==> config.mk <==
export PLATFORM = sky130hd
export DESIGN_NAME = ibuf_sync_filter_flat
export DESIGN_NICKNAME = d
export VERILOG_FILES = /design/src/rtl/ibuf_sync_filter_pkg.sv /design/src/rtl/ibuf_sync_filter_if.sv /design/src/rtl/ibuf_sync_filter_sync_ff_chain.sv /design/src/rtl/ibuf_sync_filter.sv /design/src/flat_wrapper.sv
export SDC_FILE = /design/constraint.sdc
export NUM_CORES = 1
export LEC_CHECK = 0
export CORE_UTILIZATION = 35
export DETAILED_ROUTE_END_ITERATION = 10
export GPL_TIMING_DRIVEN = 0
export PLACE_DENSITY_LB_ADDON = 0.1
export SYNTH_ARGS = -nofsm -noshare
export SYNTH_HDL_FRONTEND = slang
export SYNTH_HIERARCHICAL = 1
export SYNTH_SLANG_ARGS = --single-unit
export TNS_END_PERCENT = 1
==> constraint.sdc <==
create_clock -name i_clk -period 3.1 [get_ports i_clk]
set_clock_uncertainty 0.1 [all_clocks]
set_input_delay 0.62 -clock i_clk [delete_from_list [all_inputs] [get_ports i_clk]]
set_output_delay 0.62 -clock i_clk [all_outputs]
set_load 0.05 [all_outputs]
==> src/rtl/ibuf_sync_filter_pkg.sv <==
// ============================================================================
// Module   : ibuf_filter_pkg
// Contents : shared types and widths for the pad-input sync/debounce filter
// Revision : 1.0 - initial release
// ============================================================================
`default_nettype none

package ibuf_filter_pkg;

   typedef enum logic {IDLE, FILTER} filter_state_t;

   localparam int GLITCH_CNT_W = 8;

endpackage

`default_nettype wire

==> src/rtl/ibuf_sync_filter_if.sv <==
// ============================================================================
// Module   : ibuf_sync_filter_if
// Contents : pin-side and status signals of the sync/debounce filter
// Revision : 1.0 - initial release
// ============================================================================
`default_nettype none

interface ibuf_sync_filter_if;
   import ibuf_filter_pkg::*;

   logic                    i_async;
   logic                    i_glitch_clr;
   logic                    o_level;
   logic                    o_rise;
   logic                    o_fall;
   logic                    o_busy;
   logic [GLITCH_CNT_W-1:0] o_glitch_cnt;

   modport master (
      output i_async, i_glitch_clr,
      input  o_level, o_rise, o_fall, o_busy, o_glitch_cnt
   );

   modport slave (
      input  i_async, i_glitch_clr,
      output o_level, o_rise, o_fall, o_busy, o_glitch_cnt
   );

endinterface

`default_nettype wire

==> src/rtl/ibuf_sync_filter_sync_ff_chain.sv <==
// ============================================================================
// Module   : sync_ff_chain
// Contents : plain single-bit flop chain for clock-domain entry
// Revision : 1.0 - initial release
// ============================================================================
`default_nettype none

module sync_ff_chain #(
   parameter int   STAGES = 2,
   parameter logic INIT   = 1'b0
) (
   input  wire logic i_clk,
   input  wire logic i_rst,
   input  wire logic i_d,
   output logic      o_q
);

   // Kept as a bare shift register so the tools can place the flops adjacently.
   (* ASYNC_REG = "TRUE" *) logic [STAGES-1:0] r_sync;

   always_ff @(posedge i_clk) begin
      if (i_rst) begin
         r_sync <= {STAGES{INIT}};
      end else begin
         r_sync <= {r_sync[STAGES-2:0], i_d};
      end
   end

   assign o_q = r_sync[STAGES-1];

endmodule

`default_nettype wire

==> src/rtl/ibuf_sync_filter.sv <==
// ============================================================================
// Module   : ibuf_sync_filter
// Contents : pad-input synchronizer + counter debounce with edge strobes
// Revision : 1.0 - initial release
// ============================================================================
`default_nettype none

module ibuf_sync_filter
   import ibuf_filter_pkg::*;
#(
   parameter int   SYNC_STAGES     = 2,
   parameter int   DEBOUNCE_CYCLES = 16,
   parameter int   CNT_WIDTH       = 16,
   parameter logic RESET_LEVEL     = 1'b0
) (
   input  wire logic          i_clk,
   input  wire logic          i_rst,
   ibuf_sync_filter_if.slave  pin_if
);

   localparam logic [CNT_WIDTH-1:0]    c_cnt_last   = CNT_WIDTH'(DEBOUNCE_CYCLES - 1);
   localparam logic [GLITCH_CNT_W-1:0] c_glitch_max = '1;

   if (SYNC_STAGES < 2 || SYNC_STAGES > 4) begin : g_bad_sync_stages
      $error("ibuf_sync_filter: SYNC_STAGES must be 2..4");
   end
   if (DEBOUNCE_CYCLES < 1 || 64'(DEBOUNCE_CYCLES) > (64'd1 << CNT_WIDTH)) begin : g_bad_debounce
      $error("ibuf_sync_filter: DEBOUNCE_CYCLES out of range for CNT_WIDTH");
   end

   logic                    w_s;
   filter_state_t           r_state, w_state_nxt;
   logic [CNT_WIDTH-1:0]    r_cnt, w_cnt_nxt;
   logic                    r_level, w_level_nxt;
   logic                    r_rise, w_rise_nxt;
   logic                    r_fall, w_fall_nxt;
   logic                    w_glitch;
   logic [GLITCH_CNT_W-1:0] r_glitch_cnt;

   sync_ff_chain #(
      .STAGES (SYNC_STAGES),
      .INIT   (RESET_LEVEL)
   ) u_sync (
      .i_clk (i_clk),
      .i_rst (i_rst),
      .i_d   (pin_if.i_async),
      .o_q   (w_s)
   );

   always_ff @(posedge i_clk) begin
      if (i_rst) begin
         r_state <= IDLE;
         r_cnt   <= '0;
         r_level <= RESET_LEVEL;
         r_rise  <= 1'b0;
         r_fall  <= 1'b0;
      end else begin
         r_state <= w_state_nxt;
         r_cnt   <= w_cnt_nxt;
         r_level <= w_level_nxt;
         r_rise  <= w_rise_nxt;
         r_fall  <= w_fall_nxt;
      end
   end

   always_comb begin
      w_state_nxt = r_state;
      w_cnt_nxt   = r_cnt;
      w_level_nxt = r_level;
      w_rise_nxt  = 1'b0;
      w_fall_nxt  = 1'b0;
      w_glitch    = 1'b0;
      case (r_state)
         IDLE: begin
            if (w_s != r_level) begin
               w_state_nxt = FILTER;
               w_cnt_nxt   = '0;
            end
         end
         FILTER: begin
            if (w_s == r_level) begin
               // Input fell back before the window closed: reject it.
               w_state_nxt = IDLE;
               w_cnt_nxt   = '0;
               w_glitch    = 1'b1;
            end else if (r_cnt == c_cnt_last) begin
               w_state_nxt = IDLE;
               w_cnt_nxt   = '0;
               w_level_nxt = w_s;
               w_rise_nxt  = w_s;
               w_fall_nxt  = ~w_s;
            end else begin
               w_cnt_nxt = r_cnt + CNT_WIDTH'(1);
            end
         end
         default: begin
            w_state_nxt = IDLE;
            w_cnt_nxt   = '0;
         end
      endcase
   end

   // Clear wins over a same-cycle increment.
   always_ff @(posedge i_clk) begin
      if (i_rst || pin_if.i_glitch_clr) begin
         r_glitch_cnt <= '0;
      end else if (w_glitch && r_glitch_cnt != c_glitch_max) begin
         r_glitch_cnt <= r_glitch_cnt + GLITCH_CNT_W'(1);
      end
   end

   assign pin_if.o_level      = r_level;
   assign pin_if.o_rise       = r_rise;
   assign pin_if.o_fall       = r_fall;
   assign pin_if.o_busy       = (r_state == FILTER);
   assign pin_if.o_glitch_cnt = r_glitch_cnt;

endmodule

`default_nettype wire

==> src/flat_wrapper.sv <==
// flat-port wrapper written by rule: the top's interface ports become plain ports
module ibuf_sync_filter_flat import ibuf_filter_pkg::*;
#(
   parameter int   SYNC_STAGES     = 2,
   parameter int   DEBOUNCE_CYCLES = 16,
   parameter int   CNT_WIDTH       = 16,
   parameter logic RESET_LEVEL     = 1'b0
)
  (i_clk, i_rst, pin_if_i_async, pin_if_i_glitch_clr, pin_if_o_level, pin_if_o_rise, pin_if_o_fall, pin_if_o_busy, pin_if_o_glitch_cnt);
  ibuf_sync_filter_if pin_if_i ();
  input  wire logic i_clk;
  input  wire logic i_rst;
  input wire logic [$bits(pin_if_i.i_async)-1:0] pin_if_i_async;
  input wire logic [$bits(pin_if_i.i_glitch_clr)-1:0] pin_if_i_glitch_clr;
  output wire logic [$bits(pin_if_i.o_level)-1:0] pin_if_o_level;
  output wire logic [$bits(pin_if_i.o_rise)-1:0] pin_if_o_rise;
  output wire logic [$bits(pin_if_i.o_fall)-1:0] pin_if_o_fall;
  output wire logic [$bits(pin_if_i.o_busy)-1:0] pin_if_o_busy;
  output wire logic [$bits(pin_if_i.o_glitch_cnt)-1:0] pin_if_o_glitch_cnt;
  assign pin_if_i.i_async = pin_if_i_async;
  assign pin_if_i.i_glitch_clr = pin_if_i_glitch_clr;
  assign pin_if_o_level = pin_if_i.o_level;
  assign pin_if_o_rise = pin_if_i.o_rise;
  assign pin_if_o_fall = pin_if_i.o_fall;
  assign pin_if_o_busy = pin_if_i.o_busy;
  assign pin_if_o_glitch_cnt = pin_if_i.o_glitch_cnt;
  ibuf_sync_filter #(.SYNC_STAGES(SYNC_STAGES), .DEBOUNCE_CYCLES(DEBOUNCE_CYCLES), .CNT_WIDTH(CNT_WIDTH), .RESET_LEVEL(RESET_LEVEL)) u_core (.i_clk(i_clk), .i_rst(i_rst), .pin_if(pin_if_i));
endmodule
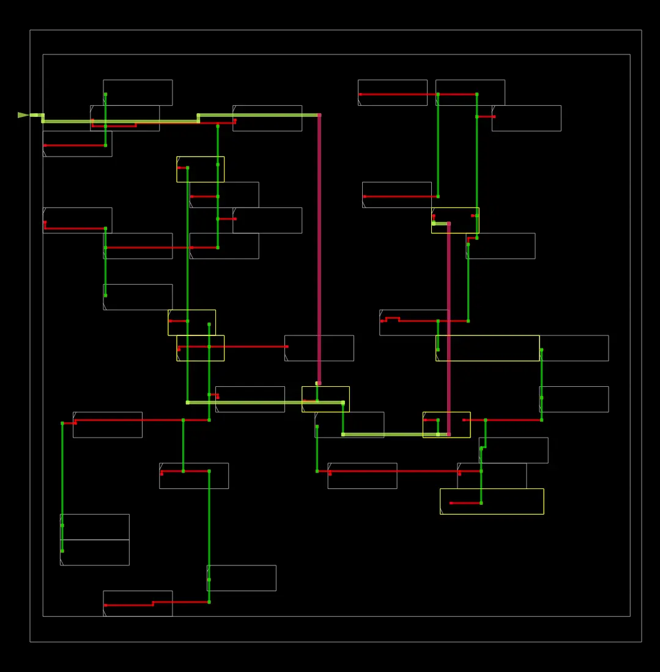
(run_1/final_clocks.png)
Insertion Delay late pin: 0.28 ns
seq_cells: 30
Clock buffer cells: 6
total clock buffers created by CTS: 5
clk pwr: 0.000493 W

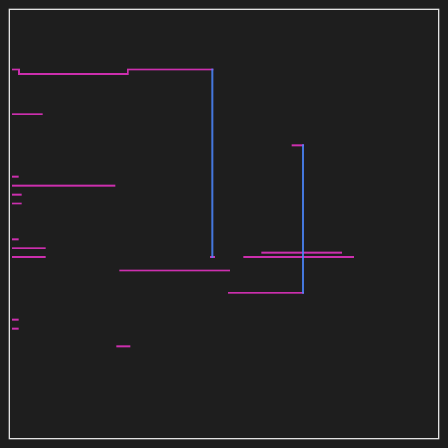
(run_1/metal_stack.png)
Only two layers are drawn.
legend:
  met4:
    colour: blue
    wire_length: 51.0 um
  met3:
    colour: magenta
    wire_length: 126 um

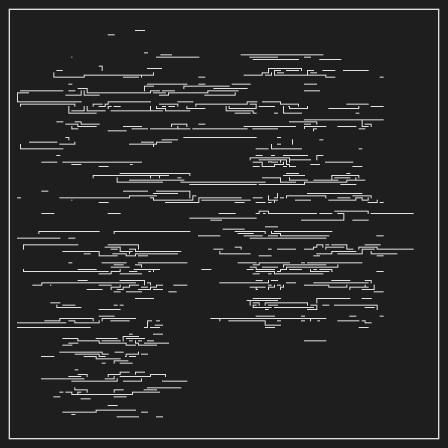
(run_1/met1.png)
share of all routed wire: 47%
main direction: horizontal
wire length on this layer: 1430 um

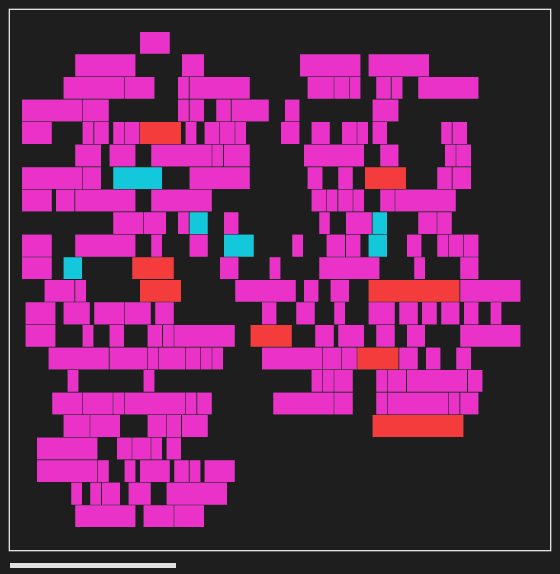
(run_1/drive_strength.png)
The bar under the picture is 20 um long.
legend:
  drive 1 or less:
    colour: magenta
    cells: 180
    share: 93%
  drive 2:
    colour: cyan
    cells: 6
    share: 3.1%
  drive 6 and up:
    colour: red
    cells: 8
    share: 4.1%

[run 1: layer usage]
layer / vias to the layer above / global-route usage (%)
li1: 661 / -
met1: 585 / 18.75
met2: 23 / 26.68
met3: 4 / 4.514
met4: 0 / 10.05
met5: - / 0
[run 1: synth_stat cells, drive strengths merged]
master	instances
nand3	21
nor2	15
nand4b	1
dfxtp	30
or3	8
a21oi	7
nand4	3
xor2	3
buf	2
nand2	18
nor2b	2
inv	7
o21bai	1
a31oi	8
mux2i	3
o21ai	7
clkbuf	4
nor3	7
xnor2	4
nor4b	2
o2111ai	1
a41oi	1
and3	3
a311oi	1
nand2b	1
or2	2
and4	2
nor4	3
a211oi	1
ha	2
a22oi	1
[run 1: worst max-delay path: stages (launching register included)]
cell	delay [ns]
sky130_fd_sc_hd__dfxtp_1	0.35
sky130_fd_sc_hd__ha_1	0.26
sky130_fd_sc_hd__and3_1	0.22
sky130_fd_sc_hd__and4_1	0.19
sky130_fd_sc_hd__clkbuf_1	0.18
sky130_fd_sc_hd__or3_1	0.35
sky130_fd_sc_hd__clkbuf_1	0.21
sky130_fd_sc_hd__or3_1	0.38
sky130_fd_sc_hd__nand3_1	0.08
[run 1: final cells by class]
class	count	area share (%)
buffer	6	1.359
clock inverter	2	3.433
clock buffer	6	4.721
inverter	7	1.502
timing repair buffer	15	8.584
sequential	30	34.33
multi-input combinational	128	42.63
tap	48	3.433
[run 1: sequential cells by signal (all words and copies together) (netlist names)]
register                    count
u_core/r_cnt                   16
u_core/pin_if.o_rise            1
u_core/pin_if.o_fall            1
u_core/u_sync/r_sync            2
u_core/pin_if.o_level           1
u_core/pin_if.o_busy            1
u_core/pin_if.o_glitch_cnt      8
==> impl_summary.log, run 1 <==
[report] implementation figures
INFO  metric synth-warning-count = 6
INFO  metric fin_crit_sh = 76.90%
INFO  metric cts_sinks = 30
INFO  metric status = completed
INFO  metric power.net_switching = 0.0001675 W
INFO  metric cts_hold_buf = 0
INFO  metric pwr-share-clk = 54.4%
INFO  metric core-area = 3744 um^2
INFO  metric synthAdderAreaFrac = between 1.5 and 2%
INFO  metric max_slew.worst_pin.slew = 1.036 ns
INFO  metric share_comb_of_total_power = 2.8%
INFO  metric maxSlewHeadroom = 30.39%
INFO  metric antenna_found_initial = 0
INFO  metric postSynthNetCount = about 180
INFO  metric report.power.total = slightly above 0.0009 W
INFO  metric max_freq = 0.4195 GHz
INFO  metric post_layout_nonfiller_instances = 242
INFO  metric fin_area = 1749 um^2
INFO  metric regToRegStartpoint = u_core/r_cnt[0]$_SDFFE_PP0P_
INFO  metric post-route-util = 46.72%
INFO  metric tool_warnings = 26
INFO  metric mux_area_share = around 2.2%
INFO  metric placed_cell_area = 1607 um^2
INFO  metric num_antenna_cells = 0
INFO  metric post_synth_xor_area_fraction = 4.928%
INFO  metric number_of_routed_nets_with_antenna_violations = 0
INFO  metric io_pins = 16
INFO  metric arrival_time_at_the_worst_endpoint = around 2.5 ns
INFO  metric grt_max_degree = 11
INFO  metric placement.io_buffers = 15
INFO  metric comb_area = 745.7 um^2
INFO  metric vias_per_cell = 5.260
INFO  metric largestPowerGroup = clock
INFO  metric dr_wl_met2 = 1422 um
INFO  metric setup.worst_path.class = reg2reg
INFO  metric post_synth_num_cell_types = 35
INFO  metric synth_area_leader = sky130_fd_sc_hd__dfxtp_1
INFO  metric cellPowerDensity = a little over 500 nW/um^2
INFO  metric finalMaxSlewViolations = 0
INFO  metric layout-drive-gt1-share = between 7 and 8%
INFO  metric setup_slack = 0.7162 ns
INFO  metric drt_pass1_iterations = 4
==> run 2, diff against run 1 <==
==> constraint.sdc (replaced) <==
create_clock -name i_clk -period 2 [get_ports i_clk]
set_clock_uncertainty 0.1 [all_clocks]
set_input_delay 0.4 -clock i_clk [delete_from_list [all_inputs] [get_ports i_clk]]
set_output_delay 0.4 -clock i_clk [all_outputs]
set_load 0.05 [all_outputs]
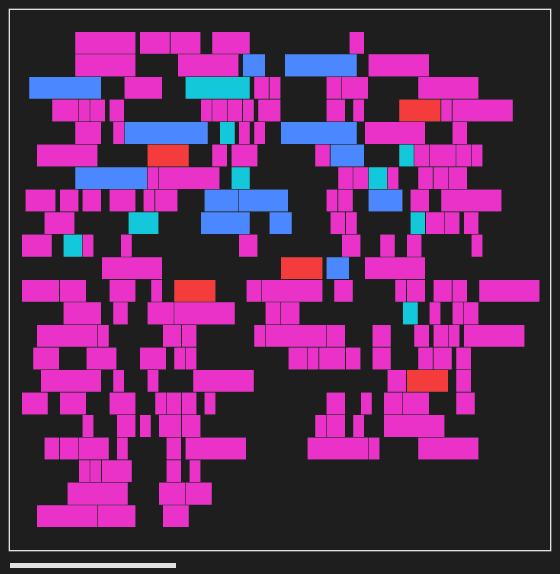
(run_2/drive_strength.png)
The bar under the picture is 20 um long.
legend:
  drive 2:
    colour: cyan
    cells: 9
    share: 4.6%
  drive 3 to 4:
    colour: blue
    cells: 13
    share: 6.7%
  drive 1 or less:
    colour: magenta
    cells: 168
    share: 86%
  drive 6 and up:
    colour: red
    cells: 5
    share: 2.6%

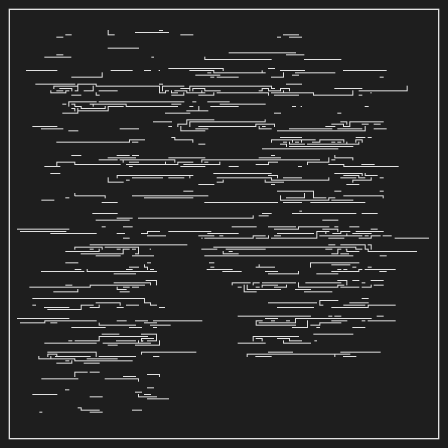
(run_2/met1.png)
main direction: horizontal
wire length on this layer: 1600 um
nets with wire on the layer: 187
longest straight run: 22.5 um

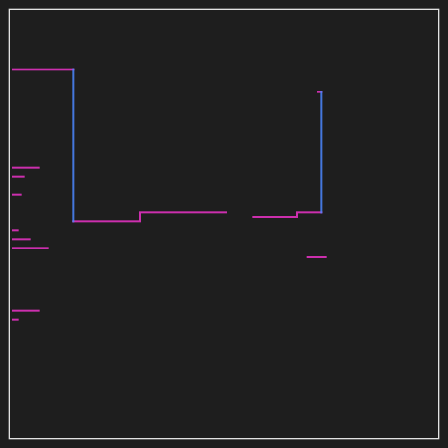
(run_2/metal_stack.png)
Only two layers are drawn.
legend:
  met3:
    colour: magenta
    wire_length: 67.6 um
  met4:
    colour: blue
    wire_length: 41.5 um

==> run 2 against run 1 <==
Combinational power increased by 73%. Worst setup slack got worse by 0.63 ns. Area after synthesis unchanged. Critical path depth decreased by 2. Sequential power increased by 54%. Via count decreased by 2.0%. Fmax increased by 24%. Worst hold slack improved by 0.0019 ns. Sequential cell count unchanged. Register-to-register slack got worse by 0.63 ns. Sequential share of layout area increased by 0.12 points. Non-clock buffer count increased by 1.
==> impl_summary.log, run 2 <==
[report] implementation figures
INFO  metric mux_area_share = 2.151%
INFO  metric dr_wl_met2 = 1426 um
INFO  metric worstPathCellList = ha_4, and3_4, and4_4, or3_4, or3_1, o21ai_1
INFO  metric cts_made_buffers = 5
INFO  metric critPathMaxFanout = 8
INFO  metric worstPathRequired = 2.11 ns
INFO  metric detailedPlace.worstSlack = -0.4865 ns
INFO  metric busiest_layer = met2
INFO  metric cp_top_family = simple AND/OR/NAND/NOR gates
INFO  metric cts_sinks = 30
INFO  metric drt_pass1_iterations = 4
INFO  metric finalMaxSlewViolations = 0
INFO  metric registers.top_by_ff_count = u_core/r_cnt
INFO  metric synth-warning-count = 6
INFO  metric grt_util_met3 = under 10%
INFO  metric arrival_time_at_the_worst_endpoint = around 2.0 ns
INFO  metric synth_area_leader = sky130_fd_sc_hd__dfxtp_1
INFO  metric enable_flop_cells = 0
INFO  metric max_slew.worst_pin.slew = 0.5816 ns
INFO  metric vias_per_cell = 5.136
INFO  metric antenna_found_initial = 0
INFO  metric placement.io_buffers = 15
INFO  metric postSynthNetCount = ~180
INFO  metric total_leakage_power = 0.6880 nW
INFO  metric ys.flop_type = sky130_fd_sc_hd__dfxtp_1
INFO  metric setup_slack = between 0.08 and 0.09 ns
INFO  metric tool_warnings = 27
INFO  metric post_synth_xor_area_fraction = 4.928%
INFO  metric setup.worst_path.class = reg2reg
INFO  metric synth.top_cells.by_count = sky130_fd_sc_hd__dfxtp_1 (30), sky130_fd_sc_hd__nand3_1 (21), sky130_fd_sc_hd__nand2_1 (17), sky130_fd_sc_hd__nor2_1 (15)
INFO  metric cp_slowest_stage_delay = 0.39 ns
INFO  metric synth_dominant_cell_count = sky130_fd_sc_hd__dfxtp_1
INFO  metric post-route-util = 47.53%
INFO  metric num_antenna_cells = 0
INFO  metric post_layout_nonfiller_instances = around 240
INFO  metric max_freq = roughly 0.52 GHz
INFO  metric fraction_of_synthesis_flops_using_an_asynchronous_set_or_reset_pin = 0%
INFO  metric clkLatencyLatePin = 0.28 ns
INFO  metric core-area = 3744 um^2
INFO  metric cellPowerDensity = around 600 nW/um^2
INFO  metric synthAdderAreaFrac = 1.792%
INFO  metric crit_path_top_delay_cell = sky130_fd_sc_hd__or3_4
INFO  metric met2_usage = 24.87%
INFO  metric global_route.usage.met1 = 21.77%
INFO  metric layout-drive-gt1-share = between 10% and 20%
INFO  metric maxSlewHeadroom = 61.22%
INFO  metric grt_max_degree = 11
INFO  metric regToRegStartpoint = u_core/r_cnt[1]$_SDFFE_PP0P_
INFO  metric post_synth_num_cell_types = 35
INFO  metric io_pins = 16
INFO  metric status = completed
run 2: cell counts after synthesis:
Identical to the previous run, type by type.
run 2: report_power, final:
part	leakage [nW]	switching [W]	internal [W]
Combinational	0.398	0.0000269	0.0000167
Clock	0.0450	0.000214	0.000240
Sequential	0.245	0.00000312	0.000597
run 2: worst max-delay path by stage:
| stage | end | cells after the start |
|---|---|---|
| after floorplan | u_core/r_cnt[9]$_SDFFE_PP0P_ | 8 |
| after global placement | u_core/r_cnt[10]$_SDFFE_PP0P_ | 5 |
| after detailed placement | u_core/r_cnt[10]$_SDFFE_PP0P_ | 5 |
| after CTS | u_core/r_cnt[13]$_SDFFE_PP0P_ | 6 |
| after global routing | u_core/r_cnt[9]$_SDFFE_PP0P_ | 5 |
| final | u_core/r_cnt[10]$_SDFFE_PP0P_ | 6 |
run 2: repair_timing:
action	4_1_cts	5_1_grt
pin swaps	1	2
resized	14	11
buffers inserted	1	2
hold endpoints to repair	0	0
endpoints found under the setup margin	19	19
run 2: final cells by class:
class                      instances  area, um^2  share of cell area [%]
buffer                             4       17.52                  0.9845
inverter                           7       26.28                   1.477
tap                               48       60.06                   3.376
sequential                        30       613.1                   34.46
clock buffer                       6       72.57                   4.079
multi-input combinational        128       804.5                   45.22
timing repair buffer              18       175.2                   9.845
clock inverter                     2       10.01                  0.5626
run 2: logic make-up after synthesis:
group / Yosys count
compound gates: 28
mux: 3
buf+inv: 13
fa+ha+maj: 2
simple gates: 88
flops: 30
xor+xnor: 7
run 2: metrics by stage:
step                area, um^2   power, W  hold WS (ns)
CTS                       1727   0.001123        0.3538
finish                    1779   0.001098        0.3416
global route              1779   0.001154        0.3483
detailed placement        1632  0.0006543        0.3331
floorplan                 1421  0.0006391        0.3138
global placement          1632  0.0006541        0.3237
==> run 3, diff against run 2 <==
--- a/config.mk
+++ b/config.mk
@@ -11,6 +11,5 @@
 export PLACE_DENSITY_LB_ADDON = 0.1
 export SYNTH_ARGS = -nofsm -noshare
 export SYNTH_HDL_FRONTEND = slang
-export SYNTH_HIERARCHICAL = 1
 export SYNTH_SLANG_ARGS = --single-unit
 export TNS_END_PERCENT = 1
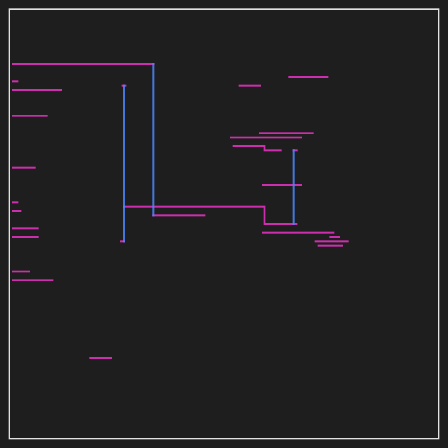
(run_3/metal_stack.png)
Only two layers are drawn.
legend:
  met4:
    colour: blue
    wire_length: 59.8 um
  met3:
    colour: magenta
    wire_length: 163 um

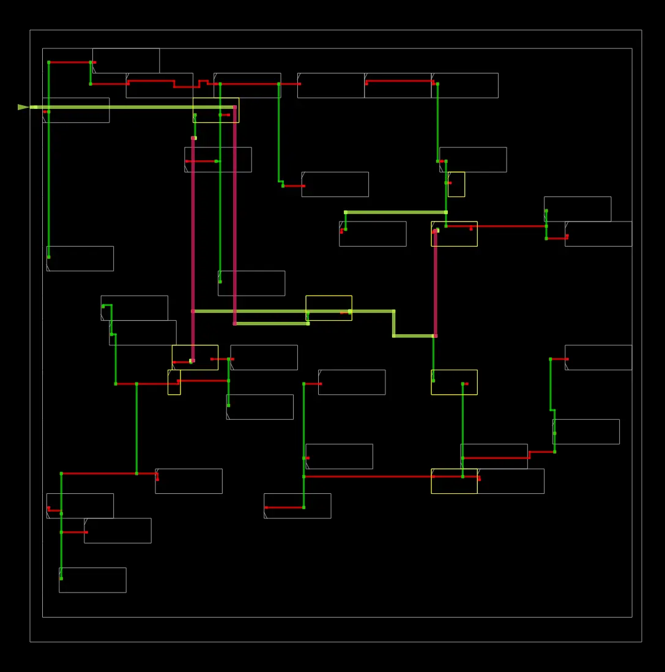
(run_3/final_clocks.png)
Clock Sinks: 30
Clock buffer cells: 7
clk pwr: 0.000499 W

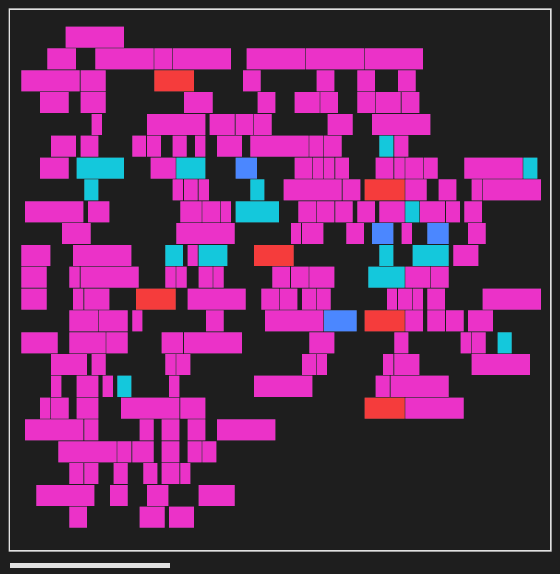
(run_3/drive_strength.png)
The bar under the picture is 20 um long.
legend:
  drive 2:
    colour: cyan
    cells: 15
    share: 7.5%
  drive 3 to 4:
    colour: blue
    cells: 4
    share: 2.0%
  drive 6 and up:
    colour: red
    cells: 6
    share: 3.0%
  drive 1 or less:
    colour: magenta
    cells: 175
    share: 88%

==> run 3 against run 2 <==
Die size increased by 6.7%. Clock-buffer cell count increased by 1. Cell count increased by 2.9%. Global-route usage increased by 0.94 points. Synthesized cell count increased by 2.3%. Largest cell class unchanged. Critical path type unchanged. Utilization decreased by 2.5 points.
==> impl_summary.log, run 3 <==
[report] implementation figures
INFO  metric worstPathRequired = 2.11 ns
INFO  metric dr_wl_met2 = 1658 um
INFO  metric tool_warnings = 27
INFO  metric postCtsResizedCells = 7
INFO  metric global_route.usage.met1 = a little over a fifth
INFO  metric grt_util_met3 = 4.223%
INFO  metric met2_usage = 28.50%
INFO  metric worstPathCellList = ha_2, and3_4, and4_1, buf_2, or4_1, a21oi_1
INFO  metric post_synth_num_cell_types = 38
INFO  metric clkLatencyLatePin = 0.28 ns
INFO  metric core-area = 4058 um^2
INFO  metric number_of_routed_nets_with_antenna_violations = 0
INFO  metric fraction_of_synthesis_flops_using_an_asynchronous_set_or_reset_pin = 0%
INFO  metric max_freq = around 0.52 GHz
INFO  metric critPathMaxFanout = 9
INFO  metric num_antenna_cells = 0
INFO  metric post_synth_xor_area_fraction = 4.023%
INFO  metric busiest_layer = met2
INFO  metric comb_area = 834.6 um^2
INFO  metric placement.io_buffers = 15
INFO  metric drt_pass1_iterations = 4
INFO  metric critPathBufInv = 1
INFO  metric post_layout_nonfiller_instances = around 250
INFO  metric antenna_found_initial = 0
INFO  metric postSynthNetCount = 181
INFO  metric registers.top_by_ff_count = u_core.r_cnt
INFO  metric synth_dominant_cell_count = sky130_fd_sc_hd__dfxtp_1
INFO  metric arrival_time_at_the_worst_endpoint = 2.02 ns
INFO  metric setup.worst_path.class = reg2reg
INFO  metric report.power.total = 0.001148 W
INFO  metric total_leakage_power = 0.6521 nW
INFO  metric register_area = ~600 um^2
INFO  metric maxSlewHeadroom = about two thirds
INFO  metric status = completed
INFO  metric cellPowerDensity = 628.5 nW/um^2
INFO  metric max_slew.worst_pin.slew = 0.4989 ns
INFO  metric fin_crit_sh = 95.73%
INFO  metric cts_hold_buf = 0
INFO  metric synth.top_cells.by_count = sky130_fd_sc_hd__dfxtp_1 (30), sky130_fd_sc_hd__a31oi_1 (18), sky130_fd_sc_hd__nand2_1 (15), sky130_fd_sc_hd__nand3_1 (9), sky130_fd_sc_hd__nand4_1 (9)
INFO  metric grt_max_degree = 11
INFO  metric synth_area_leader = sky130_fd_sc_hd__dfxtp_1
INFO  metric crit_path_top_delay_cell = sky130_fd_sc_hd__or4_1
INFO  metric enable_flop_cells = 0
run 3: netlist changes by cell type in the layout (fill, tap and decap cells not counted), sizes merged, moves of 3 or more:
cell and change:
nand3 -12, a31oi +10, nor2 -10, nand4 +7
buf +5, or3b +5, or4 +5, nand2 -3
or3 -3
run 3: report_power, final:
| group | internal, W | switching [W] | total (W) | leakage, nW |
|---|---|---|---|---|
| registers | 0.000601 | 0.00000320 | 0.000604 | 0.242 |
| logic | 0.0000170 | 0.0000278 | 0.0000449 | 0.362 |
| clock network | 0.000277 | 0.000222 | 0.000499 | 0.0482 |
| total | 0.000895 | 0.000253 | 0.00115 | 0.652 |
run 3: final timing paths:
check                                startpoint                                  to  slack [ns]  cells past startpoint
max reg2reg        u_core.r_cnt[0]$_SDFFE_PP0P_        u_core.r_cnt[0]$_SDFFE_PP0P_        0.09                      6
min          u_core.u_sync.r_sync[0]$_SDFF_PP0_  u_core.u_sync.r_sync[1]$_SDFF_PP0_        0.34                      1
max                u_core.r_cnt[0]$_SDFFE_PP0P_        u_core.r_cnt[0]$_SDFFE_PP0P_        0.09                      6
min reg2reg  u_core.u_sync.r_sync[0]$_SDFF_PP0_  u_core.u_sync.r_sync[1]$_SDFF_PP0_        0.34                      1
run 3: final cells by class:
class	instances	area share, %
plain buffers	11	2.945
clock buffers	7	4.726
clock inverters	1	0.2740
inverters	5	1.027
multi-input cells	129	45.68
flip-flops and latches	30	32.88
well taps	50	3.425
repair buffers	17	9.041
run 3: metrics by stage:
stage	setup WS, ns	hold slack [ns]	util [%]	TNS [ns]
floorplan	0.04093	0.3138	-	0
global placement	-0.2136	0.3226	42.03	-1.025
detailed placement	-0.2342	0.3332	42.03	-1.102
CTS	0.0003144	0.3368	44.13	0
global route	-0.01734	0.3692	45.02	-0.01734
finish	0.08533	0.3370	45.02	0
No activity file was given, so power comes from the tool's default toggle rates.
